**src/rtl/decode_scoreboard_if.sv**
```systemverilog
// Decode/Writeback handshake bundle for the register-dependency scoreboard.
interface decode_scoreboard_if #(
  parameter int NREGS  = 32,
  parameter int PERF_W = 16
);
  localparam int AW = $clog2(NREGS);

  logic              issue_valid;
  logic              issue_we;
  logic [AW-1:0]     issue_rd;
  logic              use_ra1;
  logic              use_ra2;
  logic [AW-1:0]     ra1;
  logic [AW-1:0]     ra2;
  logic              retire_valid;
  logic [AW-1:0]     retire_rd;
  logic              cancel_valid;
  logic [AW-1:0]     cancel_rd;
  logic              clr_perf;
  logic              stall;
  logic [NREGS-1:0]  busy_vec;
  logic              underflow_err;
  logic [PERF_W-1:0] stall_cycles;

  modport master (
    output issue_valid, issue_we, issue_rd, use_ra1, use_ra2, ra1, ra2,
           retire_valid, retire_rd, cancel_valid, cancel_rd, clr_perf,
    input  stall, busy_vec, underflow_err, stall_cycles
  );

  modport slave (
    input  issue_valid, issue_we, issue_rd, use_ra1, use_ra2, ra1, ra2,
           retire_valid, retire_rd, cancel_valid, cancel_rd, clr_perf,
    output stall, busy_vec, underflow_err, stall_cycles
  );
endinterface

```
**src/rtl/decode_scoreboard.sv**
```systemverilog
// Per-register pending-write counters; stalls Decode on RAW hazards and on a
// saturated destination counter, with a same-cycle bypass for releases.
module decode_scoreboard #(
  parameter int NREGS  = 32,
  parameter int CNT_W  = 2,
  parameter int PERF_W = 16
) (
  input  logic               clk,
  input  logic               reset,
  decode_scoreboard_if.slave sb
);
  localparam int AW = $clog2(NREGS);
  localparam logic [CNT_W-1:0] MAX = {CNT_W{1'b1}};
  localparam logic [CNT_W-1:0] ONE = CNT_W'(1);

  logic [NREGS-1:0][CNT_W-1:0] pend_q, pend_d;
  logic [NREGS-1:0]            uf_r;
  logic                        uf_q, uf_d;
  logic [PERF_W-1:0]           perf_q, perf_d;
  logic                        stall, inc;
  logic                        busy1, busy2, full;

  function automatic logic busy_of(
    input logic [NREGS-1:0][CNT_W-1:0] p,
    input logic [AW-1:0] x,
    input logic rv, input logic [AW-1:0] rr,
    input logic cv, input logic [AW-1:0] cr
  );
    logic rel;
    rel = (rv && rr == x) || (cv && cr == x);
    // Register file writes on the falling edge, so a final release this
    // cycle makes the value readable in Decode now.
    return (p[x] != '0) && !((p[x] == ONE) && rel);
  endfunction

  always_comb begin
    busy1 = busy_of(pend_q, sb.ra1, sb.retire_valid, sb.retire_rd,
                    sb.cancel_valid, sb.cancel_rd);
    busy2 = busy_of(pend_q, sb.ra2, sb.retire_valid, sb.retire_rd,
                    sb.cancel_valid, sb.cancel_rd);
    full  = (pend_q[sb.issue_rd] == MAX);
    stall = sb.issue_valid && ((sb.use_ra1 && busy1) || (sb.use_ra2 && busy2) ||
                               (sb.issue_we && full));
    inc   = sb.issue_valid && sb.issue_we && !stall;
  end

  for (genvar r = 0; r < NREGS; r++) begin : g_reg
    logic             inc_r;
    logic [1:0]       dec_r;
    logic [CNT_W+1:0] sum;

    always_comb begin
      inc_r = inc && (sb.issue_rd == AW'(r));
      dec_r = {1'b0, sb.retire_valid && (sb.retire_rd == AW'(r))} +
              {1'b0, sb.cancel_valid && (sb.cancel_rd == AW'(r))};
      sum   = {2'b00, pend_q[r]} + {{(CNT_W+1){1'b0}}, inc_r} - {{CNT_W{1'b0}}, dec_r};
      // Top bit set means the net result went negative: clamp and flag.
      uf_r[r]  = sum[CNT_W+1];
      pend_d[r] = uf_r[r] ? '0 : sum[CNT_W-1:0];
    end
  end

  always_comb begin
    uf_d = uf_q || (|uf_r);
    if (sb.clr_perf)                 perf_d = '0;
    else if (stall && !(&perf_q))    perf_d = perf_q + PERF_W'(1);
    else                             perf_d = perf_q;
  end

  always_ff @(posedge clk or posedge reset) begin
    if (reset) begin
      pend_q <= '0;
      uf_q   <= 1'b0;
      perf_q <= '0;
    end else begin
      pend_q <= pend_d;
      uf_q   <= uf_d;
      perf_q <= perf_d;
    end
  end

  for (genvar r = 0; r < NREGS; r++) begin : g_busy
    assign sb.busy_vec[r] = (pend_q[r] != '0);
  end

  assign sb.stall         = stall;
  assign sb.underflow_err = uf_q;
  assign sb.stall_cycles  = perf_q;
endmodule

```
**src/flat_wrapper.sv**
```systemverilog
// flat-port wrapper written by rule: the top's interface ports become plain ports
module decode_scoreboard_flat 
#(
  parameter int NREGS  = 32,
  parameter int CNT_W  = 2,
  parameter int PERF_W = 16
)
  (clk, reset, sb_issue_valid, sb_issue_we, sb_issue_rd, sb_use_ra1, sb_use_ra2, sb_ra1, sb_ra2, sb_retire_valid, sb_retire_rd, sb_cancel_valid, sb_cancel_rd, sb_clr_perf, sb_stall, sb_busy_vec, sb_underflow_err, sb_stall_cycles);
  decode_scoreboard_if #(.NREGS(NREGS), .PERF_W(PERF_W)) sb_i ();
  input  logic clk;
  input  logic reset;
  input wire logic [$bits(sb_i.issue_valid)-1:0] sb_issue_valid;
  input wire logic [$bits(sb_i.issue_we)-1:0] sb_issue_we;
  input wire logic [$bits(sb_i.issue_rd)-1:0] sb_issue_rd;
  input wire logic [$bits(sb_i.use_ra1)-1:0] sb_use_ra1;
  input wire logic [$bits(sb_i.use_ra2)-1:0] sb_use_ra2;
  input wire logic [$bits(sb_i.ra1)-1:0] sb_ra1;
  input wire logic [$bits(sb_i.ra2)-1:0] sb_ra2;
  input wire logic [$bits(sb_i.retire_valid)-1:0] sb_retire_valid;
  input wire logic [$bits(sb_i.retire_rd)-1:0] sb_retire_rd;
  input wire logic [$bits(sb_i.cancel_valid)-1:0] sb_cancel_valid;
  input wire logic [$bits(sb_i.cancel_rd)-1:0] sb_cancel_rd;
  input wire logic [$bits(sb_i.clr_perf)-1:0] sb_clr_perf;
  output wire logic [$bits(sb_i.stall)-1:0] sb_stall;
  output wire logic [$bits(sb_i.busy_vec)-1:0] sb_busy_vec;
  output wire logic [$bits(sb_i.underflow_err)-1:0] sb_underflow_err;
  output wire logic [$bits(sb_i.stall_cycles)-1:0] sb_stall_cycles;
  assign sb_i.issue_valid = sb_issue_valid;
  assign sb_i.issue_we = sb_issue_we;
  assign sb_i.issue_rd = sb_issue_rd;
  assign sb_i.use_ra1 = sb_use_ra1;
  assign sb_i.use_ra2 = sb_use_ra2;
  assign sb_i.ra1 = sb_ra1;
  assign sb_i.ra2 = sb_ra2;
  assign sb_i.retire_valid = sb_retire_valid;
  assign sb_i.retire_rd = sb_retire_rd;
  assign sb_i.cancel_valid = sb_cancel_valid;
  assign sb_i.cancel_rd = sb_cancel_rd;
  assign sb_i.clr_perf = sb_clr_perf;
  assign sb_stall = sb_i.stall;
  assign sb_busy_vec = sb_i.busy_vec;
  assign sb_underflow_err = sb_i.underflow_err;
  assign sb_stall_cycles = sb_i.stall_cycles;
  decode_scoreboard #(.NREGS(NREGS), .CNT_W(CNT_W), .PERF_W(PERF_W)) u_core (.clk(clk), .reset(reset), .sb(sb_i));
endmodule
```
**config.mk**
```make
export PLATFORM = sky130hd
export DESIGN_NAME = decode_scoreboard_flat
export DESIGN_NICKNAME = d
export VERILOG_FILES = /design/src/rtl/decode_scoreboard_if.sv /design/src/rtl/decode_scoreboard.sv /design/src/flat_wrapper.sv
export SDC_FILE = /design/constraint.sdc
export NUM_CORES = 1
export LEC_CHECK = 0
export CORE_MARGIN = 2
export CORE_UTILIZATION = 44
export CTS_BUF_LIST = sky130_fd_sc_hd__clkbuf_16
export DETAILED_ROUTE_END_ITERATION = 8
export GPL_TIMING_DRIVEN = 0
export SYNTH_ARGS = -nofsm -noshare
export SYNTH_HDL_FRONTEND = slang
export SYNTH_SLANG_ARGS = --single-unit
```
**constraint.sdc**
```tcl
create_clock -name clk -period 4 [get_ports clk]
set_input_delay 0.6 -clock clk [delete_from_list [all_inputs] [get_ports clk]]
set_output_delay 0.6 -clock clk [all_outputs]
set_load 0.01 [all_outputs]
```
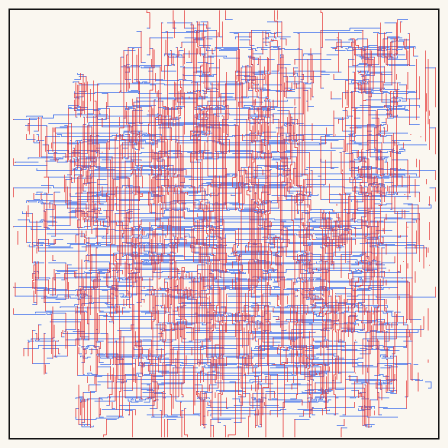
**Above:** metal layers overlaid.
Only two layers are drawn.
layer	color	wire length
met1	blue	11,000 um
met2	red	12,500 um
vias: 6,911
total detailed-routing wirelength: 27,160 um
mean routed wirelength per cell: 23.62 um

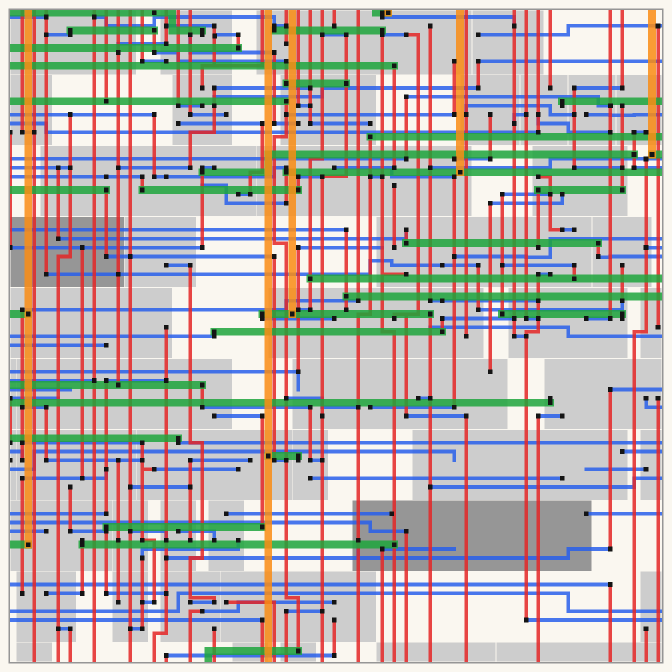
**Above:** zoomed window.
Region (89, 21) to (114, 46) um. Cells in gray, sequential cells in the stronger gray; small squares are vias.
layer	color
met4	orange
met3	green
met2	red
met1	blue
most frequent	mux4_2 (7), nand2_1 (4)
sequential cells in the window	1
netlist names of flops here include	`u_core.pend_q` (1)
cells with their middle in the window	34

==> git commit body <==
Refresh implementation metrics

- Result of the run: finished, violations left
* Violations in the final reports: negative setup slack
* Net switching component of the power: 1.566 mW
- The power report puts the leakage power at 4.285 nW.
- The plain and repair buffers instantiated in the layout total 135.
* Total number of multi-input combinational cells: 686
- Across the run, the number of max-cap violations was 0.
* Global placement routability congestion: 0.9400
* Worst path depth: 16
- Startpoint Class: register
* Total of endpoints with negative setup slack in the final report: 1
- In this run the worst setup path begins at u_core.pend_q[3].
* Post-synthesis instance total: 804
- Commonest flop: sky130_fd_sc_hd__dfrtp_1
- Met2 usage: 0.4877
- Area enclosed by the die boundary: 18,450 um2
- Count of synthesis-stage warnings from yosys: 0
- Number of hold buffers added after cts: 0
- Setup slack on the critical path of the routed design comes to -0.05998 ns.
* Worst clock skew: 0.008051 ns
- Flip-flop and latch area: 2032 um2
- The endpoint of the worst hold path is reported as u_core.sb.stall_cycles[9].
- Area delta synth->final: 26.95%
* Share of the final layout cell area in sequential cells: 0.2093
- The biggest slice of the area belongs to logic gates.
- TritonCTS built the clock tree.
- Combinational group share of total power: 0.468
- Design internal power: 2.623 mW
- The H-tree was split into 3 levels.
* Final period demand of the worst path: 4.060 ns
* Aoi share: 0.04860
* Avg Inst Size Synth: 9.510 um2
- Multi-input logic portion of the cell area: 0.5945
* Latency at later pin: 0.36 ns
- Using the TritonRoute via totals, the vias-per-cell ratio works out to 6.010.
- Sequential cell power: 1.37 mW
- # fillers: 1,537
- Max incr delay on CP: 0.52 ns
* Tool warning count: 28
* Clkbuf count: 9
* Number of flops mapped to enable cells by yosys: 0
* Maximum operating frequency: 246.3 MHz
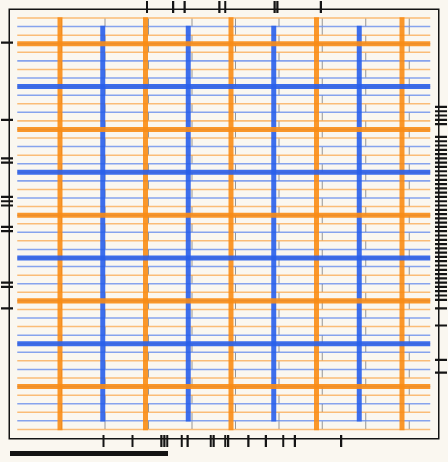
**Above:** floorplan with the power grid.
The bar under the picture is 50 um long. Pins as bars on the die edge. Tap cells in gray.
net	color
VDD	blue
VSS	orange
tap cells	225
met5 straps	9
met1 rails	49
Die Wd: 135.8 um
core footprint: 17,120 um2
Max rail drop VDD: 0.2418 mV

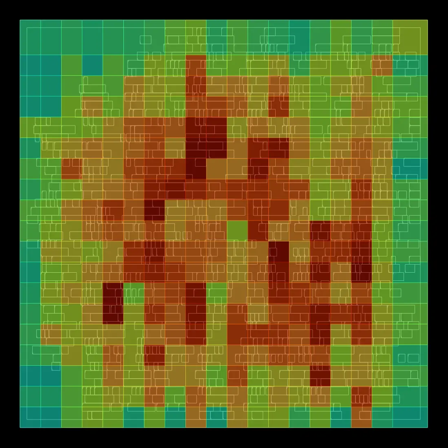
**Above:** routing congestion.
overall track demand over capacity in global routing: 0.3067
met3 Usage GRT: 0.08240

## repair_timing
item | CTS | global route
setup buffers | 30 | 4
gates resized | 119 | 15
endpoints found under the hold margin | 0 | 0
endpoints found under the setup margin | 66 | 1
pin swaps | 25 | 14
## stage by stage
stage | std cells | utilization | hold slack, ns | setup slack [ns]
floorplan | 804 | - | 0.5869 | 0.07825
global placement | 1101 | 0.5053 | 0.5570 | -2.170
detailed placement | 1102 | 0.5070 | 0.5863 | -2.101
CTS | 1147 | 0.5626 | 0.5960 | -0.006247
global route | 1150 | 0.5671 | 0.6291 | -0.1902
finish | 1150 | 0.5671 | 0.5886 | -0.05998
## state kept, by name (all words and copies together), names as in the netlist
name	cells
u_core.sb.stall_cycles	16
u_core.pend_q	64
u_core.sb.underflow_err	1
## cells in the mapped netlist (11+ instances only)
cell type,instances,share of area
sky130_fd_sc_hd__dfrtp_1,81,0.27
sky130_fd_sc_hd__nor3_1,36,0.024
sky130_fd_sc_hd__mux4_2,43,0.13
sky130_fd_sc_hd__nand2_1,177,0.087
sky130_fd_sc_hd__nand3_1,15,0.0098
sky130_fd_sc_hd__mux2i_1,13,0.017
sky130_fd_sc_hd__or2_2,34,0.028
sky130_fd_sc_hd__clkbuf_1,14,0.0069
sky130_fd_sc_hd__nor2_1,81,0.040
sky130_fd_sc_hd__nor2b_1,51,0.042
sky130_fd_sc_hd__o21ai_0,12,0.0079
sky130_fd_sc_hd__fa_1,32,0.084
sky130_fd_sc_hd__a21oi_1,11,0.0072
sky130_fd_sc_hd__xnor2_1,13,0.015
sky130_fd_sc_hd__ha_1,65,0.11
Power and IR drop assume default switching activity.
